File: config.mk
export PLATFORM = sky130hd
export DESIGN_NAME = mem_bus_arbiter_flat
export DESIGN_NICKNAME = d
export VERILOG_FILES = /design/src/rtl/mem_bus_arbiter_if.sv /design/src/rtl/mem_bus_arbiter.sv /design/src/flat_wrapper.sv
export SDC_FILE = /design/constraint.sdc
export NUM_CORES = 1
export LEC_CHECK = 0
export ABC_AREA = 1
export CAP_MARGIN = 40
export CORE_UTILIZATION = 37
export DETAILED_ROUTE_END_ITERATION = 12
export GPL_TIMING_DRIVEN = 0
export PLACE_DENSITY = 0.77
export SYNTH_ARGS = -nofsm -noshare
export SYNTH_HDL_FRONTEND = slang
export SYNTH_SLANG_ARGS = --single-unit
File: constraint.sdc
create_clock -name clk -period 4.76 [get_ports clk]
set_input_delay 1.19 -clock clk [delete_from_list [all_inputs] [get_ports clk]]
set_output_delay 1.19 -clock clk [all_outputs]
set_load 0.02 [all_outputs]
File: src/rtl/mem_bus_arbiter_if.sv
// Bus bundle for mem_bus_arbiter.
// Groups the CPU port, debug port, RAM port and I/O device signals.
//   slave  : the arbiter's view (CPU/debug requests in, RAM/IO controls out)
//   master : the environment's view (CPU, debug host, RAM and devices)
interface mem_bus_arbiter_if;
    // CPU port
    logic [7:0]  cpu_addr;
    logic [31:0] cpu_wdata;
    logic        cpu_r;
    logic        cpu_w;
    logic [31:0] cpu_rdata;
    logic        cpu_stall;
    // Debug port
    logic        dbg_req;
    logic        dbg_we;
    logic [7:0]  dbg_addr;
    logic [31:0] dbg_wdata;
    logic        dbg_ack;
    logic [31:0] dbg_rdata;
    // RAM port (synchronous write, asynchronous read)
    logic [7:0]  mem_a;
    logic [31:0] mem_d;
    logic        mem_we;
    logic [31:0] mem_spo;
    // I/O devices
    logic [31:0] io_in_data;
    logic        io_in_valid;
    logic        io_in_ready;
    logic [31:0] io_out_data;
    logic        io_out_valid;

    modport slave (
        input  cpu_addr, cpu_wdata, cpu_r, cpu_w,
        output cpu_rdata, cpu_stall,
        input  dbg_req, dbg_we, dbg_addr, dbg_wdata,
        output dbg_ack, dbg_rdata,
        output mem_a, mem_d, mem_we,
        input  mem_spo,
        input  io_in_data, io_in_valid,
        output io_in_ready, io_out_data, io_out_valid
    );

    modport master (
        output cpu_addr, cpu_wdata, cpu_r, cpu_w,
        input  cpu_rdata, cpu_stall,
        output dbg_req, dbg_we, dbg_addr, dbg_wdata,
        input  dbg_ack, dbg_rdata,
        input  mem_a, mem_d, mem_we,
        output mem_spo,
        output io_in_data, io_in_valid,
        input  io_in_ready, io_out_data, io_out_valid
    );
endinterface

File: src/rtl/mem_bus_arbiter.sv
// Memory bus arbiter between a CPU and a debug port.
// The CPU owns the RAM/IO path whenever debug is not being served; a debug
// request waits for an idle CPU cycle and, after STARVE_LIMIT blocked cycles,
// stalls the CPU for one cycle to force its access through.
// Ports:
//   clk  : clock, rising edge
//   rst  : asynchronous active-high reset
//   bus  : mem_bus_arbiter_if.slave (CPU, debug, RAM and I/O signals)
// Word address map: 0x00-0xFB RAM, 0xFC IO_OUT, 0xFD IN_DATA (ro),
// 0xFE STATUS (ro, bit0 in_full, bit1 arbiter busy), 0xFF reads 0.
module mem_bus_arbiter #(
    parameter int unsigned STARVE_LIMIT = 15
) (
    input logic              clk,
    input logic              rst,
    mem_bus_arbiter_if.slave bus
);

    localparam logic [7:0] AddrIoOut   = 8'hFC;
    localparam logic [7:0] AddrInData  = 8'hFD;
    localparam logic [7:0] AddrStatus  = 8'hFE;
    localparam logic [7:0] StarveLimit = 8'(STARVE_LIMIT);

    typedef enum logic [1:0] {StIdle, StWait, StStall, StAck} state_e;

    state_e      state_q, state_d;
    logic [7:0]  cnt_q, cnt_d;

    logic        cpu_busy;
    logic        dbg_serve;
    logic        cpu_stall;
    logic        dbg_ack;

    logic [7:0]  acc_addr;
    logic [31:0] acc_wdata;
    logic        acc_we;
    logic        acc_is_ram;
    logic [31:0] rd_data;

    logic        in_full_q, in_full_d;
    logic [31:0] in_data_q, in_data_d;
    logic [31:0] io_out_q, io_out_d;
    logic        io_out_valid_q, io_out_valid_d;
    logic [31:0] dbg_rdata_q, dbg_rdata_d;
    logic        io_out_wr;
    logic        cpu_in_read;

    assign cpu_busy = bus.cpu_r | bus.cpu_w;

    // FSM state register
    always_ff @(posedge clk or posedge rst) begin
        if (rst) begin
            state_q <= StIdle;
            cnt_q   <= '0;
        end else begin
            state_q <= state_d;
            cnt_q   <= cnt_d;
        end
    end

    // FSM next state
    always_comb begin
        state_d = state_q;
        cnt_d   = cnt_q;
        unique case (state_q)
            StIdle: begin
                if (bus.dbg_req) begin
                    if (cpu_busy) begin
                        state_d = StWait;
                        cnt_d   = 8'd1;
                    end else begin
                        state_d = StAck;
                    end
                end
            end
            StWait: begin
                if (!bus.dbg_req) begin
                    state_d = StIdle;
                end else if (!cpu_busy) begin
                    state_d = StAck;
                end else begin
                    // cnt counts WAIT cycles, so this fires on the STARVE_LIMIT-th one
                    if (cnt_q >= StarveLimit) begin
                        state_d = StStall;
                    end
                    if (cnt_q != 8'hFF) begin
                        cnt_d = cnt_q + 8'd1;
                    end
                end
            end
            StStall: state_d = StAck;
            StAck:   state_d = StIdle;
            default: state_d = StIdle;
        endcase
        if (state_d == StIdle) begin
            cnt_d = '0;
        end
    end

    // FSM outputs
    always_comb begin
        cpu_stall = 1'b0;
        dbg_ack   = 1'b0;
        dbg_serve = 1'b0;
        unique case (state_q)
            StIdle:  dbg_serve = bus.dbg_req & ~cpu_busy;
            StWait:  dbg_serve = bus.dbg_req & ~cpu_busy;
            StStall: begin
                cpu_stall = 1'b1;
                dbg_serve = 1'b1;
            end
            StAck:   dbg_ack = 1'b1;
            default: ;
        endcase
    end

    // Shared RAM/IO path; serving debug also suppresses CPU writes in STALL
    always_comb begin
        acc_addr   = dbg_serve ? bus.dbg_addr  : bus.cpu_addr;
        acc_wdata  = dbg_serve ? bus.dbg_wdata : bus.cpu_wdata;
        acc_we     = dbg_serve ? bus.dbg_we    : bus.cpu_w;
        acc_is_ram = acc_addr < AddrIoOut;
    end

    always_comb begin
        rd_data = '0;
        if (acc_is_ram) begin
            rd_data = bus.mem_spo;
        end else begin
            case (acc_addr)
                AddrIoOut:  rd_data = io_out_q;
                AddrInData: rd_data = in_data_q;
                AddrStatus: rd_data = {30'd0, state_q != StIdle, in_full_q};
                default:    rd_data = '0;
            endcase
        end
    end

    assign io_out_wr   = acc_we & (acc_addr == AddrIoOut);
    // Only a CPU read drains the input register; debug reads are non-destructive
    assign cpu_in_read = ~dbg_serve & bus.cpu_r & (acc_addr == AddrInData);

    // I/O and debug data next state
    always_comb begin
        in_full_d      = in_full_q;
        in_data_d      = in_data_q;
        io_out_d       = io_out_q;
        io_out_valid_d = io_out_wr;
        dbg_rdata_d    = dbg_rdata_q;
        if (cpu_in_read) begin
            in_full_d = 1'b0;
        end
        // Ready is the registered !in_full, so a same-cycle drain cannot capture
        if (bus.io_in_valid && !in_full_q) begin
            in_full_d = 1'b1;
            in_data_d = bus.io_in_data;
        end
        if (io_out_wr) begin
            io_out_d = acc_wdata;
        end
        if (dbg_serve) begin
            dbg_rdata_d = rd_data;
        end
    end

    always_ff @(posedge clk or posedge rst) begin
        if (rst) begin
            in_full_q      <= 1'b0;
            in_data_q      <= '0;
            io_out_q       <= '0;
            io_out_valid_q <= 1'b0;
            dbg_rdata_q    <= '0;
        end else begin
            in_full_q      <= in_full_d;
            in_data_q      <= in_data_d;
            io_out_q       <= io_out_d;
            io_out_valid_q <= io_out_valid_d;
            dbg_rdata_q    <= dbg_rdata_d;
        end
    end

    assign bus.mem_a        = acc_addr;
    assign bus.mem_d        = acc_wdata;
    // rst gates the strobe so an abandoned access cannot write at the next edge
    assign bus.mem_we       = acc_we & acc_is_ram & ~rst;
    assign bus.cpu_rdata    = dbg_serve ? 32'd0 : rd_data;
    assign bus.cpu_stall    = cpu_stall;
    assign bus.dbg_ack      = dbg_ack;
    assign bus.dbg_rdata    = dbg_rdata_q;
    assign bus.io_in_ready  = ~in_full_q;
    assign bus.io_out_data  = io_out_q;
    assign bus.io_out_valid = io_out_valid_q;

endmodule

File: src/flat_wrapper.sv
// flat-port wrapper written by rule: the top's interface ports become plain ports
module mem_bus_arbiter_flat 
#(
    parameter int unsigned STARVE_LIMIT = 15
)
  (clk, rst, bus_cpu_addr, bus_cpu_wdata, bus_cpu_r, bus_cpu_w, bus_cpu_rdata, bus_cpu_stall, bus_dbg_req, bus_dbg_we, bus_dbg_addr, bus_dbg_wdata, bus_dbg_ack, bus_dbg_rdata, bus_mem_a, bus_mem_d, bus_mem_we, bus_mem_spo, bus_io_in_data, bus_io_in_valid, bus_io_in_ready, bus_io_out_data, bus_io_out_valid);
  mem_bus_arbiter_if bus_i ();
  input logic clk;
  input logic rst;
  input wire logic [$bits(bus_i.cpu_addr)-1:0] bus_cpu_addr;
  input wire logic [$bits(bus_i.cpu_wdata)-1:0] bus_cpu_wdata;
  input wire logic [$bits(bus_i.cpu_r)-1:0] bus_cpu_r;
  input wire logic [$bits(bus_i.cpu_w)-1:0] bus_cpu_w;
  output wire logic [$bits(bus_i.cpu_rdata)-1:0] bus_cpu_rdata;
  output wire logic [$bits(bus_i.cpu_stall)-1:0] bus_cpu_stall;
  input wire logic [$bits(bus_i.dbg_req)-1:0] bus_dbg_req;
  input wire logic [$bits(bus_i.dbg_we)-1:0] bus_dbg_we;
  input wire logic [$bits(bus_i.dbg_addr)-1:0] bus_dbg_addr;
  input wire logic [$bits(bus_i.dbg_wdata)-1:0] bus_dbg_wdata;
  output wire logic [$bits(bus_i.dbg_ack)-1:0] bus_dbg_ack;
  output wire logic [$bits(bus_i.dbg_rdata)-1:0] bus_dbg_rdata;
  output wire logic [$bits(bus_i.mem_a)-1:0] bus_mem_a;
  output wire logic [$bits(bus_i.mem_d)-1:0] bus_mem_d;
  output wire logic [$bits(bus_i.mem_we)-1:0] bus_mem_we;
  input wire logic [$bits(bus_i.mem_spo)-1:0] bus_mem_spo;
  input wire logic [$bits(bus_i.io_in_data)-1:0] bus_io_in_data;
  input wire logic [$bits(bus_i.io_in_valid)-1:0] bus_io_in_valid;
  output wire logic [$bits(bus_i.io_in_ready)-1:0] bus_io_in_ready;
  output wire logic [$bits(bus_i.io_out_data)-1:0] bus_io_out_data;
  output wire logic [$bits(bus_i.io_out_valid)-1:0] bus_io_out_valid;
  assign bus_i.cpu_addr = bus_cpu_addr;
  assign bus_i.cpu_wdata = bus_cpu_wdata;
  assign bus_i.cpu_r = bus_cpu_r;
  assign bus_i.cpu_w = bus_cpu_w;
  assign bus_cpu_rdata = bus_i.cpu_rdata;
  assign bus_cpu_stall = bus_i.cpu_stall;
  assign bus_i.dbg_req = bus_dbg_req;
  assign bus_i.dbg_we = bus_dbg_we;
  assign bus_i.dbg_addr = bus_dbg_addr;
  assign bus_i.dbg_wdata = bus_dbg_wdata;
  assign bus_dbg_ack = bus_i.dbg_ack;
  assign bus_dbg_rdata = bus_i.dbg_rdata;
  assign bus_mem_a = bus_i.mem_a;
  assign bus_mem_d = bus_i.mem_d;
  assign bus_mem_we = bus_i.mem_we;
  assign bus_i.mem_spo = bus_mem_spo;
  assign bus_i.io_in_data = bus_io_in_data;
  assign bus_i.io_in_valid = bus_io_in_valid;
  assign bus_io_in_ready = bus_i.io_in_ready;
  assign bus_io_out_data = bus_i.io_out_data;
  assign bus_io_out_valid = bus_i.io_out_valid;
  mem_bus_arbiter #(.STARVE_LIMIT(STARVE_LIMIT)) u_core (.clk(clk), .rst(rst), .bus(bus_i));
endmodule
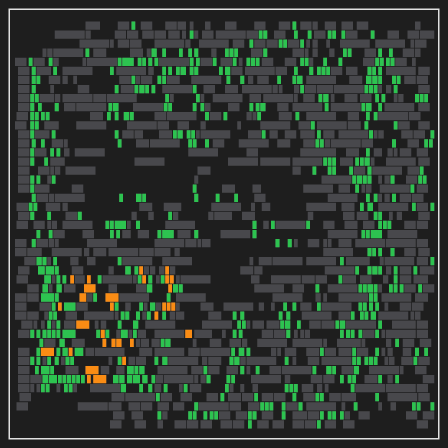
Run 1: selected gate families
[green] NAND gates | cells: 468 | most used: nand2_1 | where: all over the die
[orange] NOR gates | cells: 30 | most used: nor2_1

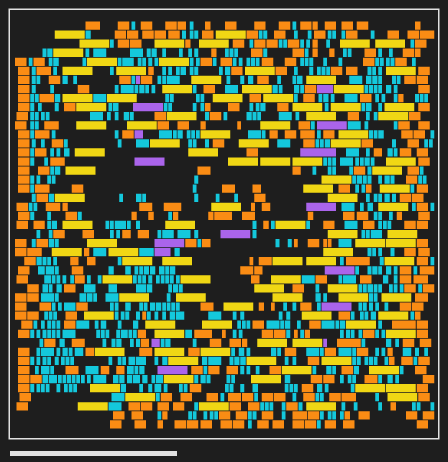
Run 1: cell classes on the final placement
Scale bar: 50 um.
[orange] other buffers and delay cells | cells: 338 | share of their area: 35%
[purple] clock drivers and dummy loads | cells: 16 | share of their area: 3.3%
[yellow] flops | cells: 108 | share of their area: 29%
[cyan] combinational and other logic | cells: 669 | share of their area: 33%
Final Cell Area: 9510 um^2
site row count: 45

==> GITHUB_STEP_SUMMARY, run 1 <==
### Yosys + OpenROAD results

| Metric | Value |
|---|---|
| Status | completed |
| Dominant synthesized flop cell | dfrtp_1 |
| Top class by area | buffers |
| Total CTS buffers | 9 |
| Number of diodes | 0 |
| Max-Cap Viols | 0 |
| CP bufs+invs | 5 |
| R2R depth | 13 |
| Synth flops | 108 |
| Finished Layout Cells | 1342 |
| Buffers, non-clock | 338 |
| Placement Cell Area | 9160 um^2 |
| Final Skew | 10.6 ps |
| Final Hold Violation Tally | 0 |
| Worst EP arrival | 3510 ps |
| Pin count of the biggest net entering global routing | 38 |
| Slew margin rel. | 57.3% |
| Combinational logic power | 1.57 mW |
| Most numerous logic cells after layout | 407 x nand2_1, 243 x clkdlybuf4s50_1, 108 x dfrtp_1 |
| Max layer used | met4 |
| Combinational power share | 41.8% |
| Sequential share of power | 37.5% |
| Vias | 6308 |
| CTS max path bufs | 2 |
| Global placement routability congestion | 0.877 |
| Final antenna-violating net count | 0 |
| Io pins | 292 |
| Metal2 WL | 10200 um |
| Area share of the largest cell type after synthesis | 45.7% |
| CP Cell Sequence | clkdlybuf4s50_1 > nor2_2 > nor2_4 > buf_4 > nand3_1 > nand2_1 > nand2_1 > nor2_4 > and2_4 > buf_6 > nand2_1 > nand3_1 > nand2_1 > inv_1 > clkdlybuf4s15_2 |
| Adder Area Share | 0.212% |
| Routed length on met3 | 1320 um |
| Yosys top cell by area | dfrtp_1 |
| Die Wd | 128 um |
| # hold bufs at CTS | 0 |
| CP dominant cell by count | nand2_1 |
| Number of enable flip-flop cells | 0 |
| Met3 Use GR | 4.53% |
| Latency at later pin | 350 ps |
| Slowest CP cell | clkdlybuf4s50_1 |
| Clk pin slew, worst setup/hold paths | 70 ps |
| Dominant logic cell type in the layout | nand2_1 |
| Via density per instance | 4.70 |
| Final WS setup | 57.4 ps |
| Critical path's top delay family | buffers and inverters |
| Clk sinks | 108 |
| Yosys xor share | 0.148% |
| Met1 usage in global routing | 31.8% |
| # Cells Yosys | 819 |
| Fin Setup TNS | 0 ps |
| Post-Syn Area | 5910 um^2 |
| Post-DP HPWL | 16000 um |
| Post-Synth Simple-Gate Area | 34.1% |
| Drt pass-1 iters | 7 |
| Core Util at FP | 38.3% |
| GRT Max-Usage Layer | met2 |
| Min-delay src | u_core.bus.dbg_rdata[12] |
| Period minus WS final | 4700 ps |
| Number of clock buffers in the layout | 13 |
| Setup crit end | bus_cpu_rdata[31] |
| LEAKAGE | 4.92 nW |
| CP Data Required Time | 3570 ps |
| Worst setup path start | bus_dbg_req |
| Peak Freq | 213 MHz |
| Worst-path maximum fanout | 10 |
| Multiplexer share | 6.09% |
| Logic family by area | simple AND/OR/NAND/NOR gates |
| WL met1 | 8840 um |
| R2R setup slack | 2440 ps |
| Sequential cell area share | 28.4% |
| Worst R2R End | u_core.bus.io_out_data[31] |
| Placed insts | 1324 |
| Layout non-clock buf frac | 33.8% |
| Register area | 2700 um^2 |
| Setup CP Type | input port to output port |
| Clk power | 777 uW |
| Synth warnings | 0 |
| Commonest cells post-synth | 410 x nand2_1, 108 x dfrtp_1, 87 x inv_1 |
| Logic share of the area | 28.3% |
| GR Util met2 | 44.1% |
| Number of remaining DRC errors | 0 |
| GR Overflow Total | 0 |
| Sw frac | 35.3% |
| Hold Path Class | register to register |
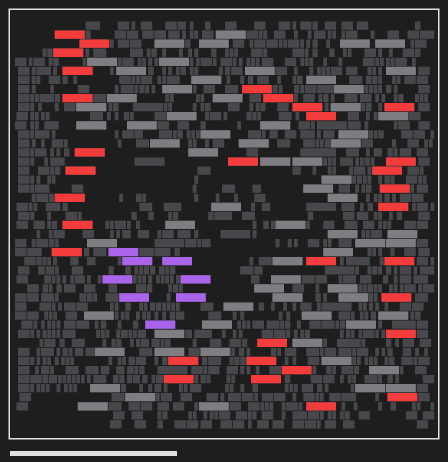
Run 1: sequential cells grouped by signal name
Scale bar: 50 um.
[purple] u_core.cnt_q | placed flops: 8
[red] u_core.bus.io_out_data | placed flops: 32 | where: all over the die
not coloured: 68

Run 1, routing congestion map:
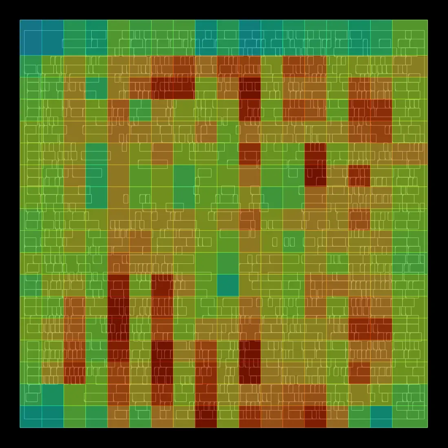

## Run 2: what changed since run 1
--- a/config.mk
+++ b/config.mk
@@ -7,10 +7,12 @@
 export LEC_CHECK = 0
 export ABC_AREA = 1
 export CAP_MARGIN = 40
-export CORE_UTILIZATION = 37
+export CELL_PAD_IN_SITES_DETAIL_PLACEMENT = 0
+export CELL_PAD_IN_SITES_GLOBAL_PLACEMENT = 2
+export CORE_UTILIZATION = 19
 export DETAILED_ROUTE_END_ITERATION = 12
 export GPL_TIMING_DRIVEN = 0
-export PLACE_DENSITY = 0.77
+export PLACE_DENSITY_LB_ADDON = 0.1
 export SYNTH_ARGS = -nofsm -noshare
 export SYNTH_HDL_FRONTEND = slang
 export SYNTH_SLANG_ARGS = --single-unit
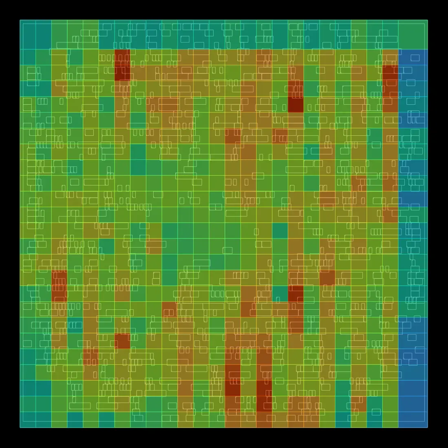
Run 2: routing congestion map
GR Util met2: 26.7%
Core Util, Final: 32.0%

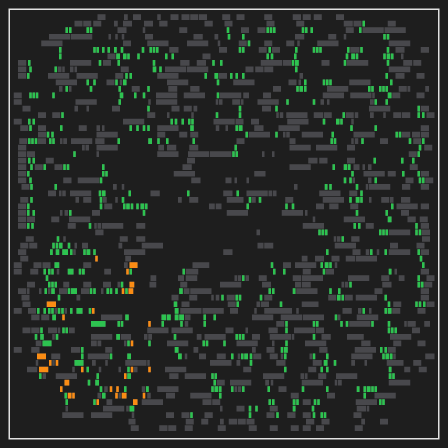
Run 2: selected gate families
[green] NAND gates | cells: 468 | most used: nand2_1 | where: all over the die
[orange] NOR gates | cells: 30 | most used: nor2_1 | where: south-west

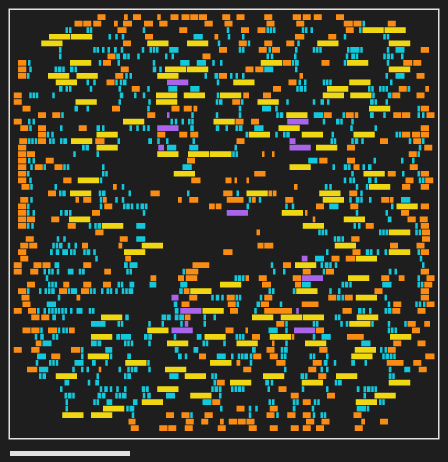
Run 2: cell classes on the final placement
Scale bar: 50 um.
core footprint: 30600 um^2
site row count: 64
Final Cell Area: 9800 um^2

==> run 2 against run 1 <==
Worst hold slack better by 2.1 ps. Synthesized area stayed put. Total power is 0.48% higher. Clock skew is 0.81 ps lower. Combinational power is 3% higher. Via count is 2.1% lower. Die area is 93% higher. Worst setup slack better by 170 ps. Critical path type unchanged. Largest cell class unchanged. Critical path depth is 1 higher. Cell area is 3.1% higher. Global-route usage is 9.3 points lower. First-iteration DRC count is 28% lower.
==> GITHUB_STEP_SUMMARY, run 2 <==
### Yosys + OpenROAD results

| Metric | Value |
|---|---|
| Combinational logic power | 1.61 mW (+3%) |
| Met1 usage in global routing | 21.4% (-10 points) |
| Number of enable flip-flop cells | 0 (unchanged) |
| Synth flops | 108 (unchanged) |
| CTS max path bufs | 2 (unchanged) |
| CP bufs+invs | 5 (unchanged) |
| Peak Freq | 221 MHz (+3.7%) |
| Sequential share of power | 37.6% (about the same) |
| Combinational power share | 42.7% (+0.9 points) |
| Adder Area Share | 0.212% (unchanged) |
| Worst setup path start | bus_cpu_w |
| # Cells Yosys | 819 (unchanged) |
| Number of clock buffers in the layout | 11 (-2) |
| R2R depth | 13 (unchanged) |
| Placed insts | 1509 (+14%) |
| Commonest cells post-synth | 410 x nand2_1, 108 x dfrtp_1, 87 x inv_1 |
| Critical path's top delay family | simple AND/OR/NAND/NOR gates |
| Fin Setup TNS | 0 ps (unchanged) |
| Worst-path maximum fanout | 10 (unchanged) |
| Yosys top cell by area | dfrtp_1 |
| Setup crit end | bus_cpu_rdata[24] |
| Worst R2R End | u_core.bus.io_out_data[10] |
| Pin count of the biggest net entering global routing | 31 (-18%) |
| Placement Cell Area | 9390 um^2 (+2.5%) |
| Clk pin slew, worst setup/hold paths | 80 ps (about the same) |
| Yosys xor share | 0.148% (unchanged) |
| Status | completed |
| Number of remaining DRC errors | 0 (unchanged) |
| Most numerous logic cells after layout | 408 x nand2_1, 255 x clkdlybuf4s50_1, 108 x dfrtp_1 |
| Io pins | 292 (unchanged) |
| Dominant logic cell type in the layout | nand2_1 |
| Logic family by area | simple AND/OR/NAND/NOR gates |
| Latency at later pin | 360 ps (about the same) |
| Layout non-clock buf frac | 33.9% (+0.16 points) |
| Hold Path Class | register to register |
| Top class by area | buffers |
| Register area | 2700 um^2 (unchanged) |
| Multiplexer share | 6.09% (unchanged) |
| Final antenna-violating net count | 0 (unchanged) |
| Core Util at FP | 19.3% (-19 points) |
| LEAKAGE | 4.80 nW (-2.4%) |
Run 2, sequential cells grouped by signal name:
Scale bar: 50 um.
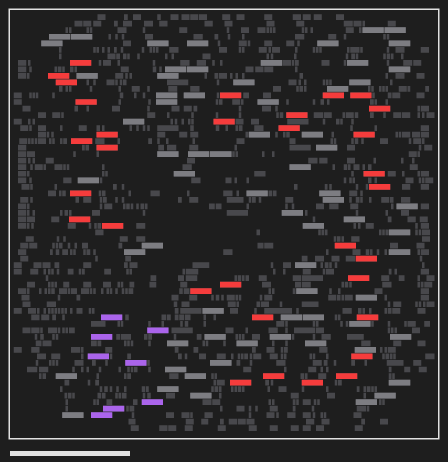

## Run 3: what changed since run 2
--- a/config.mk
+++ b/config.mk
@@ -13,6 +13,7 @@
 export DETAILED_ROUTE_END_ITERATION = 12
 export GPL_TIMING_DRIVEN = 0
 export PLACE_DENSITY_LB_ADDON = 0.1
+export SLEW_MARGIN = 20
 export SYNTH_ARGS = -nofsm -noshare
 export SYNTH_HDL_FRONTEND = slang
 export SYNTH_SLANG_ARGS = --single-unit
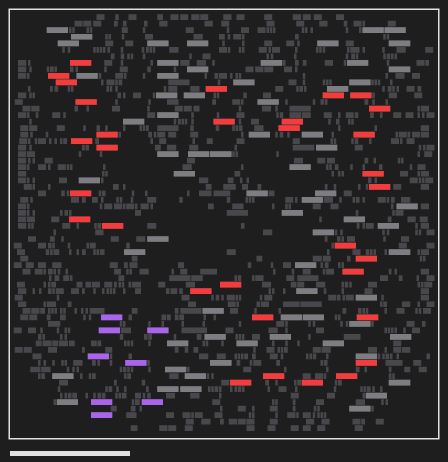
Run 3: sequential cells grouped by signal name
Scale bar: 50 um.
[red] u_core.bus.io_out_data | placed flops: 32 | where: all over the die
[purple] u_core.cnt_q | placed flops: 8 | where: south-west
sequential cell area share: 27.4%
Core Util, Final: 32.2%
Seq group: 1.42 mW
register area: 2700 um^2

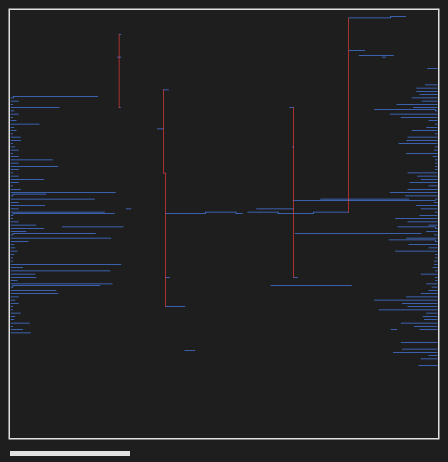
Run 3: signal wires by layer
Scale bar: 50 um. Only two layers are drawn.
[blue] metal 3 | wire length: 1810 um
[red] metal 4 | wire length: 274 um
WL final: 26100 um
vias: 6186
GRT Util Overall: 16.4%
WL per Instance: 17.0 um

==> run 3 against run 2 <==
Clock skew decreased by 1.5 ps. Via count is 0.19% higher. Synthesized cell count unchanged. Clock power is 13% higher. Fmax rose by 1.8%. Worst hold slack is essentially flat. Sequential share of layout area down 0.16 points. Routed wire length rose by 0.28%. Critical path type unchanged.
==> GITHUB_STEP_SUMMARY, run 3 <==
### Yosys + OpenROAD results

| Metric | Value |
|---|---|
| Status | completed |
| Met3 Use GR | 3.84% |
| Placed insts | 1509 (unchanged) |
| Clk sinks | 108 |
| Final setup violation count | 0 |
| Die Wd | 178 um |
| CTS max path bufs | 2 (unchanged) |
| Setup crit end | bus_cpu_rdata[26] |
| Core Util at FP | 19.3% (unchanged) |
| Critical path's top delay family | simple AND/OR/NAND/NOR gates |
| CP dominant cell by count | nand2_1 |
| Pins over their slew limit | 0 |
| Hold Path Class | register to register |
| Adder Area Share | 0.212% (unchanged) |
| Cell area leaders | dfrtp_1 46%, nand2_1 26%, mux2_2 6.1% |
| Buffers, non-clock | 349 |
| CP bufs+invs | 6 (+1) |
| Worst-path maximum fanout | 7 (-3) |
| Worst setup path start | bus_cpu_r |
| R2R depth | 18 (+5) |
| Final Cell Area | 9860 um^2 (+0.60%) |
| Multiplexer share | 6.09% (unchanged) |
| Layout non-clock buf frac | 33.4% (-0.58 points) |
| Slew margin rel. | 45.7% |
| Top class by area | buffers |
| Dominant synthesized flop cell | dfrtp_1 |
| R2R setup slack | 2340 ps |
| Fin Setup TNS | 0 ps (unchanged) |
| WL met1 | 11900 um |
| Worst R2R End | u_core.bus.dbg_rdata[30] |
| Io pins | 292 (unchanged) |
| Yosys top cell by area | dfrtp_1 |
| GR Util met2 | 26.5% (-0.19 points) |
| Number of remaining DRC errors | 0 (unchanged) |
| # H-tree levels | 3 |
| Final antenna-violating net count | 0 (unchanged) |
| Yosys stat chip area | 5910 um^2 |
| Max layer used | met4 |
| Core footprint | 30600 um^2 (unchanged) |
| Commonest cells post-synth | 410 x nand2_1, 108 x dfrtp_1, 87 x inv_1 |
| LEAKAGE | 4.87 nW (+1.5%) |
| Placement Cell Area | 9390 um^2 (unchanged) |
| Peak VDD IR | 162 uV |
| Number of clock buffers in the layout | 11 (unchanged) |
| # Cells Yosys | 819 (unchanged) |
| Combinational power share | 41.7% (-1.0 points) |
| Combinational logic power | 1.61 mW (about the same) |
| Pin count of the biggest net entering global routing | 31 (unchanged) |
| Clock-cell share | 3.22% |
| Logic family by area | simple AND/OR/NAND/NOR gates |
| Met1 usage in global routing | 21.7% (+0.37 points) |
| Site row count | 64 (unchanged) |
| Number of enable flip-flop cells | 0 (unchanged) |
| Synth flops | 108 (unchanged) |
| Sequential share of power | 36.6% (-1.0 points) |
| Peak Freq | 225 MHz (+1.8%) |
| Final worst-path cycle share | 93.6% |
| Latency at later pin | 360 ps (about the same) |
| Yosys xor share | 0.148% (unchanged) |
| NetSw | 1.42 mW |
| Final WS setup | 307 ps |
| Clk pin slew, worst setup/hold paths | 80 ps (about the same) |
| Total CTS buffers | 9 |
| Most numerous logic cells after layout | 403 x nand2_1, 255 x clkdlybuf4s50_1, 108 x dfrtp_1 |
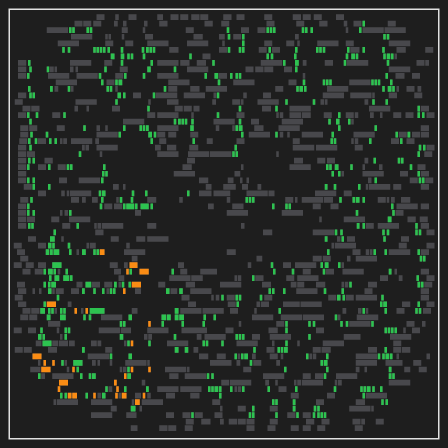
Run 3: selected gate families
[orange] NOR gates | cells: 30 | most used: nor2_1 | where: south-west
[green] NAND gates | cells: 468 | most used: nand2_1 | where: all over the die
dominant logic cell type in the layout: nand2_1
Finished Layout Cells: 1539

Power is estimated from default activity; no workload was simulated.
